===== src/rtl/ascii_pkg.sv =====
// Shared constants, state type and weight lookup for the binary-to-ASCII encoder.
package ascii_pkg;

   localparam logic [19:0] DEC_WEIGHT [0:5] = '{20'd1, 20'd10, 20'd100, 20'd1000, 20'd10000,
                                               20'd100000};
   localparam logic [7:0]  ASCII_ZERO = 8'h30;
   localparam logic [19:0] MAX_VALUE  = 20'd999999;

   typedef enum logic [1:0] {IDLE, CONV, SEND} state_e;

   // Out-of-range places map to weight 0; the FSM never produces them.
   function automatic logic [19:0] place_weight(input logic [2:0] place);
      logic [19:0] w;
      case (place)
         3'd0:    w = DEC_WEIGHT[0];
         3'd1:    w = DEC_WEIGHT[1];
         3'd2:    w = DEC_WEIGHT[2];
         3'd3:    w = DEC_WEIGHT[3];
         3'd4:    w = DEC_WEIGHT[4];
         3'd5:    w = DEC_WEIGHT[5];
         default: w = 20'd0;
      endcase
      return w;
   endfunction

endpackage


===== src/rtl/ascii_digit_extract.sv =====
// Combinational single-digit extractor: finds the decimal digit at one place of the
// remainder with a parallel compare ladder and returns the reduced remainder.
module ascii_digit_extract
   import ascii_pkg::*;
(
   input  logic [19:0] remainder,
   input  logic [2:0]  place,
   output logic [3:0]  digit,
   output logic [19:0] next_rem
);

   logic [19:0] w_weight;
   logic [8:0]  w_ge;
   logic [19:0] w_sub;

   assign w_weight = place_weight(place);

   // Ladder: w_ge[k-1] set when k*W fits in the remainder (thermometer code).
   always_comb begin
      w_ge = '0;
      for (int k = 1; k <= 9; k++) begin
         w_ge[k-1] = ((20'(k) * w_weight) <= remainder);
      end
   end

   // Highest set rung of the thermometer is the digit.
   always_comb begin
      digit = 4'd0;
      for (int k = 1; k <= 9; k++) begin
         if (w_ge[k-1]) digit = 4'(k);
      end
   end

   // Products fit in 20 bits (9*100000), so truncation is lossless.
   assign w_sub    = 20'(digit) * w_weight;
   assign next_rem = remainder - w_sub;

endmodule


===== src/rtl/bin_to_ascii_encoder.sv =====
// Converts a 20-bit binary value into a decimal ASCII string, MSD first, one character
// per valid/ready handshake, with optional leading-zero suppression.
module bin_to_ascii_encoder
   import ascii_pkg::*;
#(
   parameter int unsigned NUM_DIGITS  = 6,
   parameter bit          SUPPRESS_LZ = 1'b1
) (
   input  logic        clk,
   input  logic        rst_n,
   input  logic        start,
   input  logic [19:0] bin_in,
   output logic        start_ready,
   output logic [7:0]  ascii_out,
   output logic        ascii_valid,
   input  logic        ascii_ready,
   output logic        ascii_last,
   output logic        error
);

   localparam logic [2:0] PLACE_TOP = 3'(NUM_DIGITS - 1);

   state_e      r_state, w_state_nxt;
   logic [19:0] r_rem, w_rem_nxt;
   logic [2:0]  r_place, w_place_nxt;
   logic        r_nz_seen, w_nz_seen_nxt;
   logic [7:0]  r_ascii, w_ascii_nxt;
   logic        r_valid, w_valid_nxt;
   logic        r_last, w_last_nxt;
   logic        r_error, w_error_nxt;

   logic [3:0]  w_digit;
   logic [19:0] w_next_rem;
   logic        w_skip;

   ascii_digit_extract u_extract (
      .remainder (r_rem),
      .place     (r_place),
      .digit     (w_digit),
      .next_rem  (w_next_rem)
   );

   // Leading zero is dropped unless it is the units place (value 0 still prints '0').
   assign w_skip = SUPPRESS_LZ && (w_digit == 4'd0) && !r_nz_seen && (r_place != 3'd0);

   // State register.
   always_ff @(posedge clk or negedge rst_n) begin
      if (!rst_n) r_state <= IDLE;
      else        r_state <= w_state_nxt;
   end

   // Next-state and datapath next values; everything holds unless a branch updates it.
   always_comb begin
      w_state_nxt   = r_state;
      w_rem_nxt     = r_rem;
      w_place_nxt   = r_place;
      w_nz_seen_nxt = r_nz_seen;
      w_ascii_nxt   = r_ascii;
      w_valid_nxt   = r_valid;
      w_last_nxt    = r_last;
      w_error_nxt   = 1'b0;
      unique case (r_state)
         IDLE: begin
            if (start) begin
               if (bin_in > MAX_VALUE) begin
                  w_error_nxt = 1'b1;
               end else begin
                  w_rem_nxt     = bin_in;
                  w_place_nxt   = PLACE_TOP;
                  w_nz_seen_nxt = 1'b0;
                  w_state_nxt   = CONV;
               end
            end
         end
         CONV: begin
            w_rem_nxt = w_next_rem;
            if (w_skip) begin
               w_place_nxt = r_place - 3'd1;
            end else begin
               w_ascii_nxt   = ASCII_ZERO + {4'd0, w_digit};
               w_valid_nxt   = 1'b1;
               w_last_nxt    = (r_place == 3'd0);
               w_nz_seen_nxt = 1'b1;
               w_state_nxt   = SEND;
            end
         end
         SEND: begin
            if (ascii_ready) begin
               w_valid_nxt = 1'b0;
               if (r_place == 3'd0) begin
                  w_state_nxt = IDLE;
               end else begin
                  w_place_nxt = r_place - 3'd1;
                  w_state_nxt = CONV;
               end
            end
         end
         default: w_state_nxt = IDLE;
      endcase
   end

   // Datapath and handshake registers.
   always_ff @(posedge clk or negedge rst_n) begin
      if (!rst_n) begin
         r_rem     <= 20'd0;
         r_place   <= PLACE_TOP;
         r_nz_seen <= 1'b0;
         r_ascii   <= 8'h00;
         r_valid   <= 1'b0;
         r_last    <= 1'b0;
         r_error   <= 1'b0;
      end else begin
         r_rem     <= w_rem_nxt;
         r_place   <= w_place_nxt;
         r_nz_seen <= w_nz_seen_nxt;
         r_ascii   <= w_ascii_nxt;
         r_valid   <= w_valid_nxt;
         r_last    <= w_last_nxt;
         r_error   <= w_error_nxt;
      end
   end

   assign start_ready = (r_state == IDLE);
   assign ascii_out   = r_ascii;
   assign ascii_valid = r_valid;
   assign ascii_last  = r_last;
   assign error       = r_error;

endmodule


===== config.mk =====
export PLATFORM = sky130hd
export DESIGN_NAME = bin_to_ascii_encoder
export DESIGN_NICKNAME = d
export VERILOG_FILES = /design/src/rtl/ascii_pkg.sv /design/src/rtl/ascii_digit_extract.sv /design/src/rtl/bin_to_ascii_encoder.sv
export SDC_FILE = /design/constraint.sdc
export NUM_CORES = 1
export LEC_CHECK = 0
export CAP_MARGIN = 20
export CORE_ASPECT_RATIO = 0.8
export CORE_MARGIN = 1.5
export CORE_UTILIZATION = 35
export DETAILED_ROUTE_END_ITERATION = 12
export GPL_TIMING_DRIVEN = 0
export PLACE_DENSITY = 0.58
export SKIP_LAST_GASP = 1
export SYNTH_ARGS = -nofsm -noshare
export SYNTH_HDL_FRONTEND = slang
export SYNTH_SLANG_ARGS = --single-unit

===== constraint.sdc =====
create_clock -name clk -period 19.6 [get_ports clk]
set_input_delay 3.92 -clock clk [delete_from_list [all_inputs] [get_ports clk]]
set_output_delay 3.92 -clock clk [all_outputs]
set_load 0.05 [all_outputs]

Fig. 1: placement by cell class
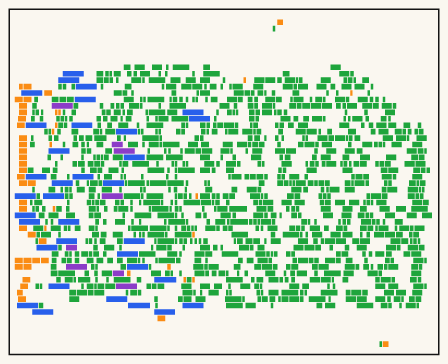
remaining logic cells: marked green, cells 1,014. registers: marked blue, cells 34. remaining buffers and delay cells: marked orange, cells 51. clock drivers and dummy loads: marked purple, cells 8.
flop share of the area: 8.75%
Design Area, Final: 9750 um^2
Core Region: 24,600 um^2
Rows: 51
Final Util: 39.7%

Fig. 2: where the registers sit
The bar under the picture is 50 um long.
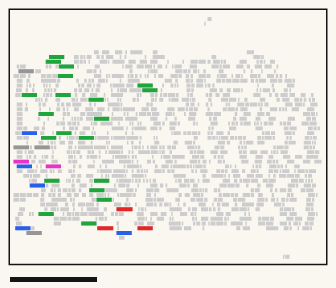
`ascii_out`: marked blue, flops 5. `r_state`: marked magenta, flops 2. `r_rem`: marked green, flops 20. `r_place`: marked red, flops 3.
Another 4 sequential cells are not coloured.
Flop area: 853 um^2

==> GITHUB_STEP_SUMMARY <==
### Yosys + OpenROAD results

| Metric | Value |
|---|---|
| Status | finished clean |
| Die Area | 26,300 um^2 |
| Xor+xnor area frac | 5.34% |
| Inst Count DP | 1,417 |
| Number of cells in Yosys stat | 1,064 |
| Crit. End Element | flip-flop |
| R2R setup slack | 7.41 ns |
| Area delta synth->final | 10.1% |
| Total inserted antenna cells | 0 |
| Ys Warns | 0 |
| Maximum capacitance violations | 0 |
| Post-cts hold buffer count | 0 |
| DR pass1 iterations | 7 |
| Clk_skew | 0.00589 ns |
| Uppermost routed layer | met4 |
| Clock buffers | 8 |
| Fa+ha+maj area frac | 42.0% |
| WL met3 | 1.24 mm |
| Reg2reg start | r_place[2] |
| Setup crit end | r_rem[19] |
| CP Launch Type | flip-flop |
| Die height | 145 um |
| Flops after synth | 34 |
| Setup-failing EPs final | 0 |
| NonClk Buf Share | 4.17% |
| GR Util met2 | 30.3% |
| Routed Antenna Nets | 0 |
| FF-to-FF path depth | 42 |
| RSZ-0062 raised after global routing | no |
| TritonCTS Sinks | 34 |
| Routed WL per cell | 18.1 um |
| DR vias | 7,814 |
| Mux frac, synth | 1.43% |
| Hold Slack | 0.484 ns |
| Hold WC Path Type | reg -> reg |
| Fin. max-slew vios | 0 |
| Worst hold stages | 2 |
| Final Cycle Share | 62.2% |
| Post-CTS Setup Inserts | 0 |
| Cell variety after synth | 67 |
| Fmax | 82.1 MHz |
| Mean Syn Cell Area | 8.32 um^2 |
| Cell area leaders | ha_1 31%, fa_1 11%, dfrtp_1 9.0% |
| First-pass GRT wire length | 41.4 mm |
| Met3 Use GR | 1.66% |
| Crit path max-delay family | simple AND/OR/NAND/NOR gates |
| DIE WIDTH | 181 um |
| Area leader, netlist | ha_1 |
| Setup crit start | r_place[2] |
| Crit path kind | reg -> reg |
| Plain + repair buffers | 51 |
| Top cell category | combinational gates |
| PostCTS Resize Cnt | 0 |
| CTS Buffer Depth | 2 |
| FP Util | 36.0% |
| Slowest cell on the critical path | nand2_1 |
| FFs w/ async S/R, synth | 100% |
| Crit path DRT | 19.74 ns |
| Max_slew headroom | 32.5% |
| Worst slew pin tran | 1.01 ns |
| H-tree depth | 2 |
| Non-clock inverter total of the final layout | 132 |
| Slowest stage delay, CP | 0.86 ns |
| Logic area | 7430 um^2 |
| CP Buf/Inv Count | 6 |
| Clk ins delay skew pair | 0.29 ns |
| Comb area leader | adder cells |
| HP Start | r_rem[9] |
| CTS clock-pin slew for the worst setup and hold paths | 0.06 ns |
| Met1 usage | 30.4% |
| Post-Synth Simple-Gate Area | 15.1% |
| CTS tree | yes |
| Post-DP HPWL | 20.7 mm |
| Port bufs | 33 |
| Gr ovfl total | 0 |
| # nets final | 1,399 |
| I/O pin cnt | 36 |
| # DRC | 0 |
| Wl on met1 | 13.3 mm |
| WHS Endpoint | r_rem[9] |
| Multi-In Gates | 882 |
| Top_reg_cell synth | dfrtp_1 |
| Final Critical Period | 12.19 ns |
| Vias in the first global route | 7,622 |
| Post-Synth AOI/OAI Area | 19.9% |
| Crit path DAT | 12.33 ns |
| Root Driver | clkbuf_16 |
| Share of cells above drive strength 1 | 2.62% |
| Final WL | 25.8 mm |
| Pin count of the biggest net entering global routing | 35 |
| Top cell area share | 31.4% |
| WL met2 | 10.9 mm |
| Yosys chip area | 8850 um^2 |
| Post-DR vias/cell | 5.48 |
| Clock buffer count from CTS | 5 |
| Gr busiest metal | met1 |
| Clock buf/inv share | 1.71% |
| Setup TNS | 0 ns |
| Synth Cell Area | 8850 um^2 |
| GPL Wtd Cong | 0.862 |
| Place WS | 7.51 ns |
| Cells after Synth | 1,064 |
| Final Hold Vio Count | 0 |
| OpenROAD warnings | 37 |
| Multi-input combinational area share | 76.2% |
| Initial antenna violation count | 0 |
| Crit path top cell by count | nor2_1 |
| Seq share, synth | 9.64% |
Fig. 3: cell outlines without signal wires
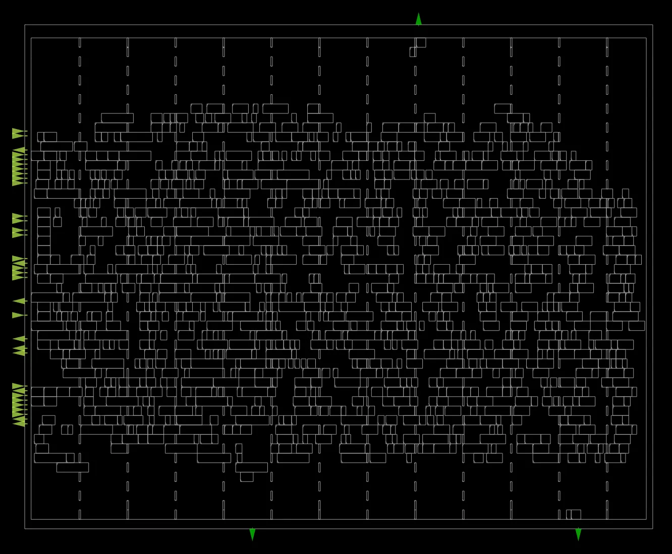
fin cells: 1,425
Tapcells: 318
flop count: 34
fill count: 2,559

Fig. 4: met3 routing
The bar under the picture is 50 um long.
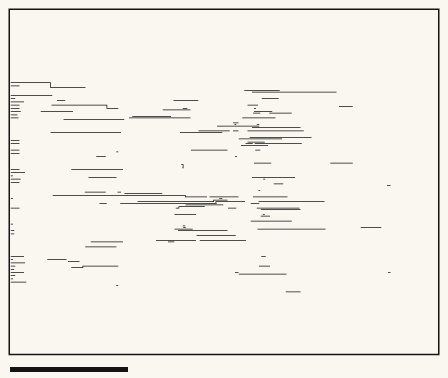
103 nets have wire on it. The layer carries 1,240 um of wire. The wires run mostly horizontal. The layer holds 4.8% of the routed length.

-- cells in the mapped netlist (11+ instances only) --
library cell	instances
nor3_1	17
a21o_1	26
o21a_1	11
nand4_1	27
o21ai_0	50
xnor2_1	41
clkbuf_1	13
nand3_1	23
fa_1	47
dfrtp_1	32
xor2_1	13
o21bai_1	12
inv_1	130
nor2_1	49
a21oi_1	99
nand2_1	72
ha_1	222
nand2b_1	14
nor2b_1	18
-- through the flow --
| stage | area [um^2] | util (%) |
|---|---|---|
| after floorplan | 8860 | - |
| after global placement | 9590 | 39.0 |
| after detailed placement | 9580 | 39.0 |
| after CTS | 9750 | 39.7 |
| after global routing | 9750 | 39.7 |
| final | 9750 | 39.7 |
-- state kept, by name, summed over array words and instances (netlist names) --
register     count
r_state          2
ascii_last       1
r_nz_seen        1
r_place          3
r_rem           20
ascii_valid      1
ascii_out        5
error            1
-- cell usage in the layout, fill, tap and decap left out, types with 5 or more instances in the layout --
| master | instances |
|---|---|
| and3_1 | 7 |
| nor2_1 | 49 |
| xnor2_1 | 41 |
| dfrtp_1 | 32 |
| nand4_1 | 27 |
| nand2_1 | 72 |
| o21ai_1 | 8 |
| nand2b_1 | 14 |
| nor4_1 | 5 |
| o21bai_1 | 12 |
| fa_1 | 47 |
| and2_1 | 9 |
| mux2i_1 | 10 |
| o21a_1 | 11 |
| xor2_1 | 13 |
| o22ai_1 | 9 |
| a31oi_1 | 6 |
| clkbuf_1 | 13 |
| nand3_1 | 23 |
| ha_1 | 222 |
| clkbuf_16 | 5 |
| nor2b_1 | 18 |
| o211ai_1 | 8 |
| a22oi_1 | 9 |
| a21oi_1 | 99 |
| a211oi_1 | 9 |
| nor3_1 | 17 |
| and4_1 | 6 |
| clkdlybuf4s50_1 | 32 |
| inv_1 | 130 |
| o21ai_0 | 50 |
| a21o_1 | 26 |
